pdn.png
Scale bar: 50 µm. Pins as bars on the die edge. Tap cells in gray.
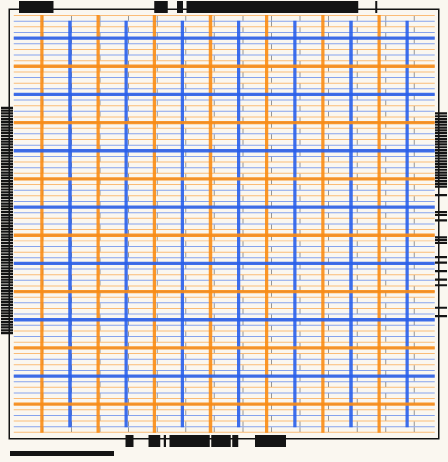
met4.png
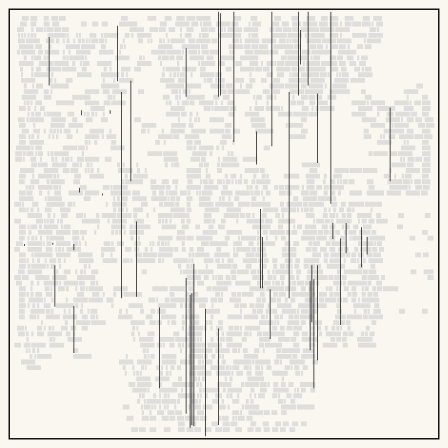
$ cat src/rtl/dram_read_arb.sv
// Two-port arbiter for the DRAM read command channel: fixed priority to port 0
// with a starvation guard for port 1, and return-beat steering to the owner.
module dram_read_arb #(
    parameter int unsigned STARVE_MAX = 4
) (
    input  logic        clk,
    input  logic        rst,
    input  logic        m0_kick,
    input  logic [31:0] m0_read_addr,
    input  logic [31:0] m0_read_num,
    output logic        m0_busy,
    output logic [31:0] m0_buf_dout,
    output logic        m0_buf_we,
    input  logic        m1_kick,
    input  logic [31:0] m1_read_addr,
    input  logic [31:0] m1_read_num,
    output logic        m1_busy,
    output logic [31:0] m1_buf_dout,
    output logic        m1_buf_we,
    output logic        kick,
    input  logic        busy,
    output logic [31:0] read_addr,
    output logic [31:0] read_num,
    input  logic [31:0] buf_dout,
    input  logic        buf_we,
    output logic [1:0]  grant,
    output logic        err_overrun
);

    localparam int unsigned AW = 32;
    localparam int unsigned NW = 32;
    localparam int unsigned DW = 32;
    localparam int unsigned SW = 4;

    typedef enum logic [2:0] {
        S_IDLE,
        S_ISSUE,
        S_WAIT_BUSY,
        S_DATA,
        S_DONE
    } state_t;

    state_t          state_q, state_d;
    logic            pend0_q, pend0_d, pend1_q, pend1_d;
    logic [AW-1:0]   addr0_q, addr0_d, addr1_q, addr1_d;
    logic [NW-1:0]   num0_q, num0_d, num1_q, num1_d;
    logic [SW-1:0]   starve_q, starve_d;
    logic            hold_q, hold_d;
    logic [NW-1:0]   beat_cnt_q, beat_cnt_d;
    logic            kick_q, kick_d;
    logic [1:0]      grant_q, grant_d;
    logic [AW-1:0]   read_addr_q, read_addr_d;
    logic [NW-1:0]   read_num_q, read_num_d;
    logic            m0_busy_q, m0_busy_d, m1_busy_q, m1_busy_d;
    logic            m0_we_q, m0_we_d, m1_we_q, m1_we_d;
    logic [DW-1:0]   m0_dout_q, m0_dout_d, m1_dout_q, m1_dout_d;
    logic            err_q, err_d;
    logic            accept;
    logic            pick1;
    logic [NW-1:0]   sel_num;

    always_ff @(posedge clk) begin
        if (rst) begin
            state_q     <= S_IDLE;
            pend0_q     <= 1'b0;
            pend1_q     <= 1'b0;
            addr0_q     <= '0;
            addr1_q     <= '0;
            num0_q      <= '0;
            num1_q      <= '0;
            starve_q    <= '0;
            hold_q      <= 1'b1;
            beat_cnt_q  <= '0;
            kick_q      <= 1'b0;
            grant_q     <= 2'b00;
            read_addr_q <= '0;
            read_num_q  <= '0;
            m0_busy_q   <= 1'b0;
            m1_busy_q   <= 1'b0;
            m0_we_q     <= 1'b0;
            m1_we_q     <= 1'b0;
            m0_dout_q   <= '0;
            m1_dout_q   <= '0;
            err_q       <= 1'b0;
        end else begin
            state_q     <= state_d;
            pend0_q     <= pend0_d;
            pend1_q     <= pend1_d;
            addr0_q     <= addr0_d;
            addr1_q     <= addr1_d;
            num0_q      <= num0_d;
            num1_q      <= num1_d;
            starve_q    <= starve_d;
            hold_q      <= hold_d;
            beat_cnt_q  <= beat_cnt_d;
            kick_q      <= kick_d;
            grant_q     <= grant_d;
            read_addr_q <= read_addr_d;
            read_num_q  <= read_num_d;
            m0_busy_q   <= m0_busy_d;
            m1_busy_q   <= m1_busy_d;
            m0_we_q     <= m0_we_d;
            m1_we_q     <= m1_we_d;
            m0_dout_q   <= m0_dout_d;
            m1_dout_q   <= m1_dout_d;
            err_q       <= err_d;
        end
    end

    always_comb begin
        state_d     = state_q;
        pend0_d     = pend0_q;
        pend1_d     = pend1_q;
        addr0_d     = addr0_q;
        addr1_d     = addr1_q;
        num0_d      = num0_q;
        num1_d      = num1_q;
        starve_d    = starve_q;
        hold_d      = hold_q;
        beat_cnt_d  = beat_cnt_q;
        kick_d      = 1'b0;
        grant_d     = grant_q;
        read_addr_d = read_addr_q;
        read_num_d  = read_num_q;
        m0_we_d     = 1'b0;
        m1_we_d     = 1'b0;
        m0_dout_d   = m0_dout_q;
        m1_dout_d   = m1_dout_q;
        err_d       = err_q;
        pick1       = 1'b0;
        sel_num     = '0;

        // Request capture; a busy port cannot re-request.
        if (m0_kick && !m0_busy_q) begin
            pend0_d = 1'b1;
            addr0_d = m0_read_addr;
            num0_d  = m0_read_num;
        end
        if (m1_kick && !m1_busy_q) begin
            pend1_d = 1'b1;
            addr1_d = m1_read_addr;
            num1_d  = m1_read_num;
        end

        // Beat steering; excess or ownerless beats are dropped and flagged,
        // except in the settling IDLE cycle right after DONE or reset.
        accept = buf_we && (grant_q != 2'b00) && (beat_cnt_q != read_num_q);
        if (accept) begin
            beat_cnt_d = beat_cnt_q + NW'(1);
            m0_we_d    = grant_q[0];
            m1_we_d    = grant_q[1];
            if (grant_q[0]) m0_dout_d = buf_dout;
            if (grant_q[1]) m1_dout_d = buf_dout;
        end else if (buf_we && ((grant_q != 2'b00) || !hold_q)) begin
            err_d = 1'b1;
        end

        case (state_q)
            S_IDLE: begin
                beat_cnt_d = '0;
                hold_d     = 1'b0;
                if (!hold_q && (pend0_q || pend1_q)) begin
                    pick1 = pend1_q && (!pend0_q || (starve_q == SW'(STARVE_MAX)));
                    if (pick1) begin
                        grant_d     = 2'b10;
                        read_addr_d = addr1_q;
                        read_num_d  = num1_q;
                        sel_num     = num1_q;
                        pend1_d     = 1'b0;
                        starve_d    = '0;
                    end else begin
                        grant_d     = 2'b01;
                        read_addr_d = addr0_q;
                        read_num_d  = num0_q;
                        sel_num     = num0_q;
                        pend0_d     = 1'b0;
                        if (!pend1_q)
                            starve_d = '0;
                        else if (starve_q != SW'(STARVE_MAX))
                            starve_d = starve_q + SW'(1);
                    end
                    if (sel_num == '0) begin
                        state_d = S_DONE;
                    end else begin
                        state_d = S_ISSUE;
                        kick_d  = 1'b1;
                    end
                end
            end
            S_ISSUE:     state_d = S_WAIT_BUSY;
            S_WAIT_BUSY: if (busy) state_d = S_DATA;
            S_DATA:      if (!busy && (beat_cnt_q == read_num_q)) state_d = S_DONE;
            S_DONE: begin
                grant_d = 2'b00;
                hold_d  = 1'b1;
                state_d = S_IDLE;
            end
            default:     state_d = S_IDLE;
        endcase

        m0_busy_d = pend0_d || grant_d[0];
        m1_busy_d = pend1_d || grant_d[1];
    end

    assign kick        = kick_q;
    assign grant       = grant_q;
    assign read_addr   = read_addr_q;
    assign read_num    = read_num_q;
    assign m0_busy     = m0_busy_q;
    assign m1_busy     = m1_busy_q;
    assign m0_buf_we   = m0_we_q;
    assign m1_buf_we   = m1_we_q;
    assign m0_buf_dout = m0_dout_q;
    assign m1_buf_dout = m1_dout_q;
    assign err_overrun = err_q;

endmodule

$ cat config.mk
export PLATFORM = sky130hd
export DESIGN_NAME = dram_read_arb
export DESIGN_NICKNAME = d
export VERILOG_FILES = /design/src/rtl/dram_read_arb.sv
export SDC_FILE = /design/constraint.sdc
export NUM_CORES = 1
export LEC_CHECK = 0
export CAP_MARGIN = 20
export CORE_MARGIN = 1.5
export CORE_UTILIZATION = 30
export CTS_BUF_LIST = sky130_fd_sc_hd__clkbuf_16
export CTS_CLUSTER_SIZE = 16
export DETAILED_ROUTE_END_ITERATION = 8
export PLACE_DENSITY = 0.58
export SKIP_LAST_GASP = 1
export SLEW_MARGIN = 20
export SYNTH_ARGS = -nofsm -noshare
export SYNTH_HDL_FRONTEND = slang
export SYNTH_SLANG_ARGS = --single-unit
$ cat constraint.sdc
create_clock -name clk -period 1.9 [get_ports clk]
set_input_delay 0.38 -clock clk [delete_from_list [all_inputs] [get_ports clk]]
set_output_delay 0.38 -clock clk [all_outputs]
set_load 0.02 [all_outputs]
==> GITHUB_STEP_SUMMARY <==
### Metrics collected by this job

| Metric | Value |
|---|---|
| Status | `finished with violations` |
| Failing checks | `negative setup slack` |
| Top Layout Cells | `nand2_1 (287), dfxtp_1 (260), clkdlybuf4s50_1 (173)` |
| Post-route setup slack | `-0.206 ns` |
| Initial antenna violation count | `8` |
| Clock Sink Count | `306` |
| Number of I/O port buffers | `301` |
| Post-synth ARST share | `0%` |
| H-tree levels | `2` |
| Post-synth tally of flip-flops with integrated enable | `0` |
| CP Launch Type | `flop` |
| Vias in the first global route | `approximately 11000` |
| Grt total ovfl | `0` |
| Total number of yosys warnings | `0` |
| Commonest non-fill, non-tap cell in the layout | `nand2_1` |
| Max-cap violations | `0` |
| Clock buffers created by TritonCTS | `36` |
| Drc violations | `0` |
| Core Util, Final | `47.3%` |
| Synth area leaders | `dfxtp_1 (49%), mux2i_1 (11%), nand2_1 (8.7%), a21oi_1 (5.8%), nor2_1 (4.5%)` |
| Die area | `between 40000 and 50000 µm²` |
| Worst Setup Path Type | `reg -> reg` |
| Critical path cell sequence | `xor2_1, nor4_2, nand4_4, o211a_4, buf_4, buf_12, mux2i_1, nor2_1` |
| Unrepaired setup endpoints after global routing | `true` |
| Synth Flop Type | `dfxtp_1` |
| Cts hold-fix bufs | `0` |
| Pwr/cell area | `between 900 and 1000 nW/µm²` |
| Nets | `roughly 2000` |
| Max_slew headroom | `51.9%` |
| DRT Pass-1 Iters | `5` |
| Minimum clock period | `2.11 ns` |
| Chip Area, Yosys | `~12000 µm²` |
| Initial drt markers | `~530` |
| HP Class | `in -> reg` |
| Pleak | `0.00849 µW` |
| Dpl hpwl | `29500 µm` |
| Post-synth top area cell | `dfxtp_1` |
| CTS tree | `built` |
| Syn Inst Count | `1406` |
| Ys cells | `1406` |
| Max Buffers Root-to-Sink | `3` |
| Worst skew pair latency | `~0.55 ns` |
| Syn Std Cell Area | `12400 µm²` |
| Final Hold Fails | `0` |
| Cell Type Count | `54` |
| Maximum fanout along the worst path | `6` |
| Synth Seq Share | `49.2%` |
| Root Driver | `clkbuf_16` |
| Worst-path clk slew | `0.06 ns` |
| Final period utilization | `111%` |
| Floorplan Nets | `1575` |
| Clk_skew | `0.0229 ns` |
| Final setup vio count | `92` |
| Top area contributor share | `between 40 and 50%` |
| Syn-to-layout area delta | `55.6%` |
| Ports | `between 300 and 400` |
| Flops out of synthesis | `a little over 300` |
| Slew Viols, Final | `0` |
| Arr. time, crit path | `2.50 ns` |
| Hold_ws | `0.296 ns` |
| Die Wd | `207 µm` |
| Worst-margin pin slew | `between 0.7 and 0.8 ns` |
| CP Data Required Time | `2.29 ns` |
| Tool warnings | `33` |
| Slowest stage delay, CP | `0.36 ns` |
| DR vias/cell | `about 4.8` |
| Antenna Nets Post-Route | `0` |
| Initial Util | `30.4%` |
| Mean Syn Cell Area | `8.85 µm²` |
| Slowest-stage cell, CP | `nor4_2` |
| GP Congestion | `around 0.86` |
| Share of layout cells above drive strength 1 | `roughly a fifth` |
| First-pass GRT wire length | `approximately 63000 µm` |
| Largest net degree at the start of global routing | `around 100` |
| GRT Util Overall | `19.3%` |
| Max Fclk | `about 0.47 GHz` |
| Routed length per instance | `17.9 µm` |
| Worst setup EP type | `flop` |
| Core ar. | `40900 µm²` |
About pdn.png:
- blue: VDD
- orange: VSS
- met1 rails: 75
- met5 straps: 14
- tap cells: 532
- rows: 74
- met4 straps: 14
Die Y: 207 µm
Max VDD drop: 0.000588 V

About met4.png:
- longest straight run: 99.3 µm
- nets with wire on the layer: 33
routed vias: 11600
final wirelength: 43000 µm

power breakdown:
group          switching (µW)  internal, µW  total [µW]
Clock                    2730          3600        6340
Combinational            2500          2300        4800
Sequential                392          6980        7370
layer usage:
layer  part of all wire [%]  track usage, %  up-vias
li1                       -               -     5730
met1                     43            24.3     5440
met2                     46            30.9      320
met3                    6.8            4.98       98
met4                    3.8            8.61       10
met5                   0.16               0        -
critical path: cells and delay by family (launching register included):
kind / cells / cell delay (ns)
flops: 1 / 0.34
mux: 1 / 0.16
buf+inv: 2 / 0.30
xor+xnor: 1 / 0.17
compound gates: 1 / 0.35
simple gates: 3 / 0.63
cells in the mapped netlist, types with 6 or more instances:
cell type / instances
o31ai_1: 7
nand3_1: 12
buf_6: 7
mux2i_1: 133
or4_1: 16
nand2_1: 288
and2_1: 8
buf_2: 16
buf_1: 8
buf_12: 6
o211ai_1: 8
a211oi_1: 65
a21oi_1: 145
nor2_1: 150
clkbuf_1: 64
or3_1: 10
dfxtp_1: 306
nor4_1: 25
xor2_1: 34
nand4_1: 14
o21ai_0: 10
nor2b_1: 6
logic make-up after synthesis:
family	synth area share (%)
XOR/XNOR	2.80
buffers and inverters	4.54
flip-flops	49.2
multiplexers	10.7
AND/OR/NAND/NOR	19.8
adder cells (fa/ha/maj)	0.302
AND-OR/OR-AND	12.7
sequential cells by signal, summed over array words and instances (netlist names), 2 cells and up:
signal,cells
m1_buf_dout,32
num1_q,32
addr0_q,32
starve_q,4
num0_q,32
read_addr,32
m0_buf_dout,32
beat_cnt_q,32
state_q,3
read_num,32
grant,2
addr1_q,32
cell type report:
| type | instances | area [µm²] |
|---|---|---|
| Clock buffer | 38 | 951 |
| Inverter | 3 | 11.3 |
| Tap cell | 532 | 666 |
| Fill cell | 3963 | 21600 |
| Antenna cell | 4 | 10.0 |
| Clock inverter | 28 | 128 |
| Timing Repair Buffer | 493 | 5140 |
| Multi-Input combinational cell | 995 | 6260 |
| Sequential cell | 306 | 6200 |
timing repair:
| item | CTS | global route |
|---|---|---|
| resized | 166 | 122 |
| gates cloned | 11 | 4 |
| endpoints found under the setup margin | 193 | 194 |
| buffers inserted | 17 | 14 |
| pin swaps | 15 | 33 |
stage by stage:
stage	instances	worst slack, ns	instance area (µm²)	power (µW)	setup TNS (ns)
floorplan	1406	-0.0259	12500	9560	-1.46
global placement	2289	-0.409	17100	11700	-20.87
detailed placement	2289	-0.434	17100	11800	-24.61
CTS	2381	-0.192	18800	18400	-13.07
global route	2397	-0.295	19400	19400	-20.56
finish	2399	-0.206	19400	18500	-11.99
final timing paths:
path / endpoint / start / slack [ns] / depth (start not counted)
worst max register to register: m0_buf_dout[6]$_SDFFE_PP0P_ / read_num[11]$_SDFFE_PP0P_ / -0.21 / 8
worst max-delay path: m0_buf_dout[6]$_SDFFE_PP0P_ / read_num[11]$_SDFFE_PP0P_ / -0.21 / 8
worst min register to register: addr1_q[11]$_SDFFE_PP0P_ / addr1_q[11]$_SDFFE_PP0P_ / 0.45 / 2
worst min-delay path: read_num[5]$_SDFFE_PP0P_ / rst / 0.30 / 3
Power and IR drop assume default switching activity.
